`config.mk`:
```
export PLATFORM = sky130hd
export DESIGN_NAME = clk_div_prog
export DESIGN_NICKNAME = d
export VERILOG_FILES = /design/src/rtl/clk_div_prog.sv
export SDC_FILE = /design/constraint.sdc
export NUM_CORES = 1
export LEC_CHECK = 0
export ABC_AREA = 1
export ABC_CLOCK_PERIOD_IN_PS = 1800
export CAP_MARGIN = 15
export CORE_MARGIN = 4
export CORE_UTILIZATION = 50
export CTS_CLUSTER_DIAMETER = 100
export DETAILED_ROUTE_END_ITERATION = 8
export PLACE_DENSITY_LB_ADDON = 0.3
export SYNTH_ARGS = -nofsm -noshare
export SYNTH_HDL_FRONTEND = slang
export SYNTH_SLANG_ARGS = --single-unit
```
`constraint.sdc`:
```
create_clock -name clk -period 1.8 [get_ports clk]
set_clock_uncertainty 0.1 [all_clocks]
set_input_delay 0.27 -clock clk [delete_from_list [all_inputs] [get_ports clk]]
set_output_delay 0.27 -clock clk [all_outputs]
set_load 0.02 [all_outputs]
```
`src/rtl/clk_div_prog.sv`:
```
// Programmable clock divider: run-time loadable ratio (even or odd), applied only at
// period boundaries, with a pause input and registered clk_out/tick/phase outputs.
module clk_div_prog #(
    parameter int CNT_W       = 8,
    parameter int DEFAULT_DIV = 4
) (
    input  logic             clk,
    input  logic             rst,
    input  logic             en,
    input  logic             load,
    input  logic [CNT_W-1:0] div,
    output logic             clk_out,
    output logic             tick,
    output logic [CNT_W-1:0] phase
);

    localparam logic [CNT_W-1:0] ONE     = CNT_W'(1);
    localparam logic [CNT_W-1:0] MIN_DIV = CNT_W'(2);
    localparam logic [CNT_W-1:0] DEF_DIV = CNT_W'(DEFAULT_DIV);
    localparam logic [CNT_W-1:0] DEF_PH  = DEF_DIV - ONE;

    // Ratios below 2 cannot form a period with both a high and a low half.
    function automatic logic [CNT_W-1:0] sat_div(input logic [CNT_W-1:0] d);
        logic [CNT_W-1:0] r;
        if (d < MIN_DIV) begin
            r = MIN_DIV;
        end else begin
            r = d;
        end
        return r;
    endfunction

    logic [CNT_W-1:0] n_act_r, pend_r, phase_r;
    logic             pend_v_r, clk_out_r, tick_r;

    logic [CNT_W-1:0] n_act_nxt_s, pend_nxt_s, phase_nxt_s;
    logic             pend_v_nxt_s, clk_out_nxt_s, tick_nxt_s;
    logic [CNT_W-1:0] phase_inc_s, half_s;
    logic             boundary_s;

    // Next-state computation for the period counter, ratio and pending load.
    always_comb begin
        n_act_nxt_s   = n_act_r;
        pend_nxt_s    = pend_r;
        pend_v_nxt_s  = pend_v_r;
        phase_nxt_s   = phase_r;
        clk_out_nxt_s = clk_out_r;
        tick_nxt_s    = 1'b0;

        phase_inc_s = phase_r + ONE;
        // ceil(n/2) without widening: floor(n/2) plus the odd bit
        half_s      = {1'b0, n_act_r[CNT_W-1:1]} + {{(CNT_W-1){1'b0}}, n_act_r[0]};
        boundary_s  = en && (phase_r == (n_act_r - ONE));

        if (en) begin
            if (boundary_s) begin
                phase_nxt_s   = {CNT_W{1'b0}};
                clk_out_nxt_s = 1'b1;
                tick_nxt_s    = 1'b1;
                if (pend_v_r) begin
                    n_act_nxt_s = pend_r;
                end else begin
                    n_act_nxt_s = n_act_r;
                end
            end else begin
                phase_nxt_s   = phase_inc_s;
                clk_out_nxt_s = (phase_inc_s < half_s);
                tick_nxt_s    = 1'b0;
            end
        end else begin
            phase_nxt_s   = phase_r;
            clk_out_nxt_s = clk_out_r;
            tick_nxt_s    = 1'b0;
        end

        // A load on a boundary edge keeps pend_v set so it applies at the next boundary.
        if (load) begin
            pend_nxt_s   = sat_div(div);
            pend_v_nxt_s = 1'b1;
        end else if (boundary_s) begin
            pend_nxt_s   = pend_r;
            pend_v_nxt_s = 1'b0;
        end else begin
            pend_nxt_s   = pend_r;
            pend_v_nxt_s = pend_v_r;
        end
    end

    // State and output registers with synchronous active-low reset.
    always_ff @(posedge clk) begin
        if (!rst) begin
            n_act_r   <= DEF_DIV;
            pend_r    <= DEF_DIV;
            pend_v_r  <= 1'b0;
            phase_r   <= DEF_PH;
            clk_out_r <= 1'b0;
            tick_r    <= 1'b0;
        end else begin
            n_act_r   <= n_act_nxt_s;
            pend_r    <= pend_nxt_s;
            pend_v_r  <= pend_v_nxt_s;
            phase_r   <= phase_nxt_s;
            clk_out_r <= clk_out_nxt_s;
            tick_r    <= tick_nxt_s;
        end
    end

    assign clk_out = clk_out_r;
    assign tick    = tick_r;
    assign phase   = phase_r;

endmodule
```
==> flow report <==
=================================================================================
Slowest Stage Delay on Critical Path                                      0.40 ns
Power attributed to sequential cells                                     0.909 mW
Reg2Reg Depth                                                                  13
Cells along the critical path                                        inv_2 > ha_4 > nand2_1 > inv_1 > nor2_1 > nand2_1 > nor2_2 > nand3_2 > nor2_4 > nand4_4 > nand2_1 > nand2_1 > nor2_1
CTS H-tree lvls                                                                 1
Category of the worst setup path launch point                           flip-flop
Critical path launch point                                             n_act_r[0]
Power attributed to combinational cells                                   2.36 mW
Critical register-to-register path startpoint                          n_act_r[0]
Switching pwr                                                            1.786 mW
Cell area after synthesis                                               1790 um^2
Violated checks                                                      negative setup slack
Compound-Gate Fraction of Synth Area                                       7.757%
Number of inverters outside the clock class in the layout                      34
Hold Crit Start                                                            div[0]
Flip-flop and latch count after synthesis                                      27
Quantity of gates resized following cts                                        17
Count of tool warnings                                                         30
Busiest grt layer                                                            met2
Clock-pin slew on the worst setup and hold paths                          0.14 ns
# clock sinks                                                                  27
Starting DRC count in detailed routing                                         94
Synth Instances                                                               272
And+or+nand+nor area frac                                                  38.99%
Setup Viol. Count Final                                                        19
Portion of netlist area occupied by mux cells                                  0%
Min-Delay Path Depth                                                            3
Post-Synthesis Mean Instance Area                                      6.583 um^2
Switching share of total power                                             50.19%
Peak supply drop                                                        0.7332 mV
Estimated wirelength of the detail-placed design                          3369 um
Dominant synthesized flop cell                                       sky130_fd_sc_hd__dfxtp_1
Highest signal layer in the routed design                                    met4
Result of the run                                                    finished, violations left
Clock network share of area                                                1.196%
Multi-input gate share of total cell area                                  51.89%
PortBufs                                                                       21
Std cell rows                                                                  21
Floorplan Utilization                                                      52.82%
Endpoint of the lowest-slack register-to-register path                 n_act_r[3]
Endpoint of the worst hold path                                         pend_r[0]
Portion of synthesized cell area occupied by the leading cell type         30.19%
Power density over cell area                                         1418 nW/um^2
Total die size                                                          4602 um^2
Combinational cell area excluding buffers and inverters                 1303 um^2
WL met1                                                                   2081 um
DRT Wirelength                                                            4846 um
Async SR Flop Fraction                                                         0%
Number of hold buffers added after CTS                                          0
Area added between synthesis and finish                                    40.18%
Antenna fix cells                                                               0
Number of buffers inserted to repair setup after CTS                            5
Flip-flop and latch area                                               574.3 um^2
Post-route design area                                                  2510 um^2
Proportion of power drawn by combinational gates                            66.4%
Vias                                                                         1912
Global-route wire length before repair                                    7583 um
Fillers                                                                       252
Flip-flops with a built-in enable                                               0
Worst-case headroom to the max-slew limit                                  71.20%
Final total power                                                        3.560 mW
Synthesized netlist net count                                                 295
Syn. warnings                                                                   0
Share of the cycle needed by the critical path after routing               110.3%
Count of cell instances traversed by the critical path                         13
Data-path buffer share of cell area in the final layout                    16.65%
Share of total power in sequential cells                                    25.5%
Placed Cells incl. Taps                                                       353
Area fraction in full adders, half adders and majority gates               7.687%
Critical path's slowest cell                                         sky130_fd_sc_hd__dfxtp_4
Most frequent cell after synthesis                                   sky130_fd_sc_hd__nand2_1
Post-route antenna net violation count                                          0
1st-pass router iterations                                                      4
Non-clock buffer count in the final layout                                     48
Pin count of the biggest net entering global routing                           20
Sequential cell count of the final layout                                      27
Clock buffer count                                                              3
Non-filler cells, final                                                       365
CTS tree                                                                    built
Multi-input logic cell count                                                  206
Die outline width                                                        67.84 um
DRC violation count after routing                                               0
Placement Cell Area                                                     2241 um^2
Largest logic family                                                 simple AND/OR/NAND/NOR gates
Final setup slack of the worst path                                    -0.1856 ns
Tap Count                                                                      46
Initial antenna violation count                                                 0
Sequential fraction of the synthesis area                                  30.19%
Share of power burned in the clock network                                   8.1%
Tally of max-capacitance violations                                             0
=================================================================================
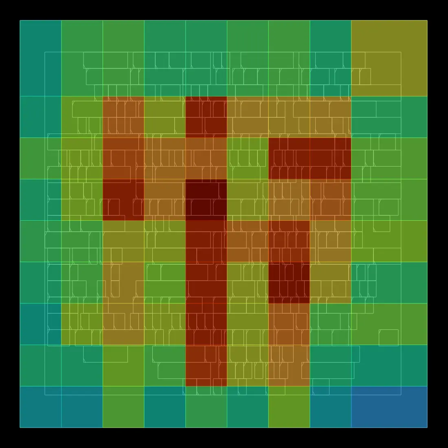
Figure 1: track usage over the die.
GR Layer Usage met2: 37.18%
aggregate global-route resource usage: 21.94%

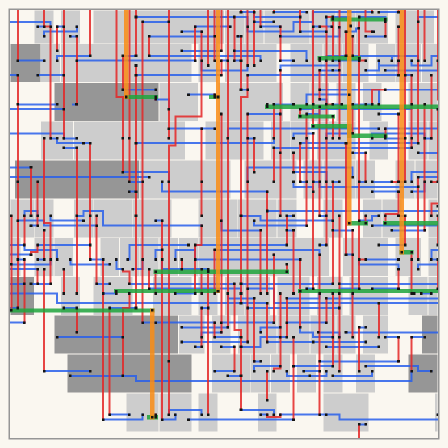
Figure 2: layout detail.
Window x 19 to 49, y 5 to 35 um. Cells in grey, sequential cells in the stronger grey; small squares are vias.
colour	layer
orange	met4
green	met3
red	met2
blue	met1
sequential cells in the window	4
most frequent	nand2_1 (33), nor2_1 (9), buf_4 (8)
netlist names of flops here include	n_act_r (4)
cells with their middle in the window	99

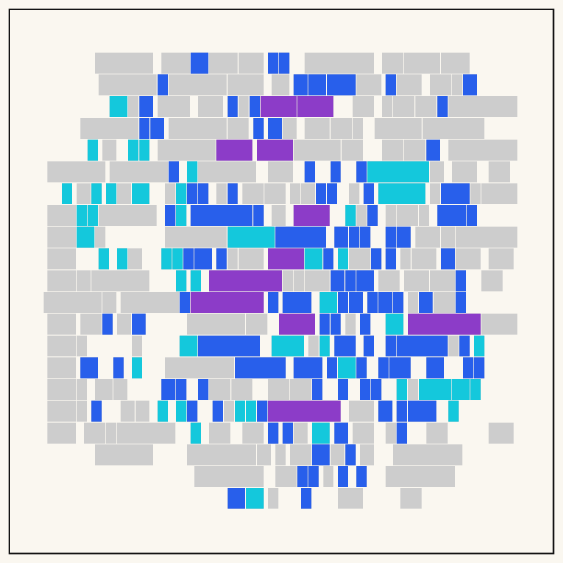
Figure 3: logic cells by family.
(8 px per um)
colour	family	cells	most used
cyan	NOR gates	46	nor2_1
purple	adder and majority cells	11	ha_1
blue	NAND gates	110	nand2_1

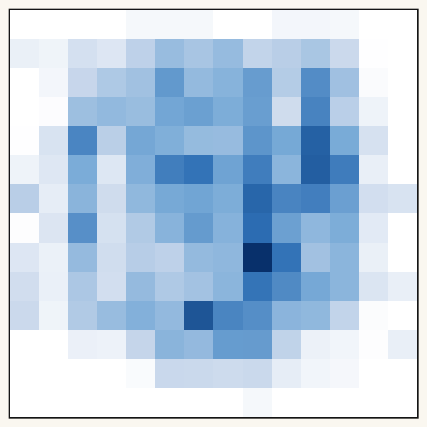
Figure 4: wire density map.
(6 px per um) The die is cut into 14 by 14 equal tiles; white is low, dark blue is high, scaled to the fullest tile. Values are wire area over tile area, all layers added.
nearly empty tiles	23%
emptiest ninth of the die	south-west
fullest tile	0.61

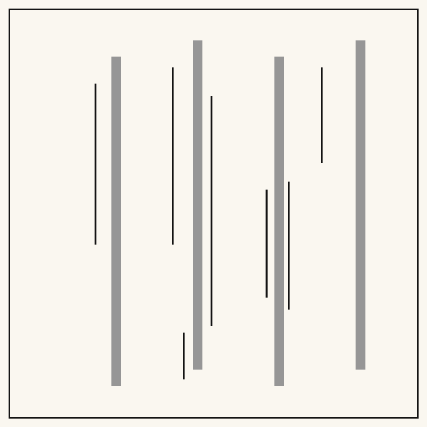
Figure 5: the metal 4 layer.
(6 px per um) Supply wires on this layer in grey.
main direction	vertical
share of all routed wire	3.2%
nets with wire on the layer	7

No activity file was given, so power comes from the tool's default toggle rates.
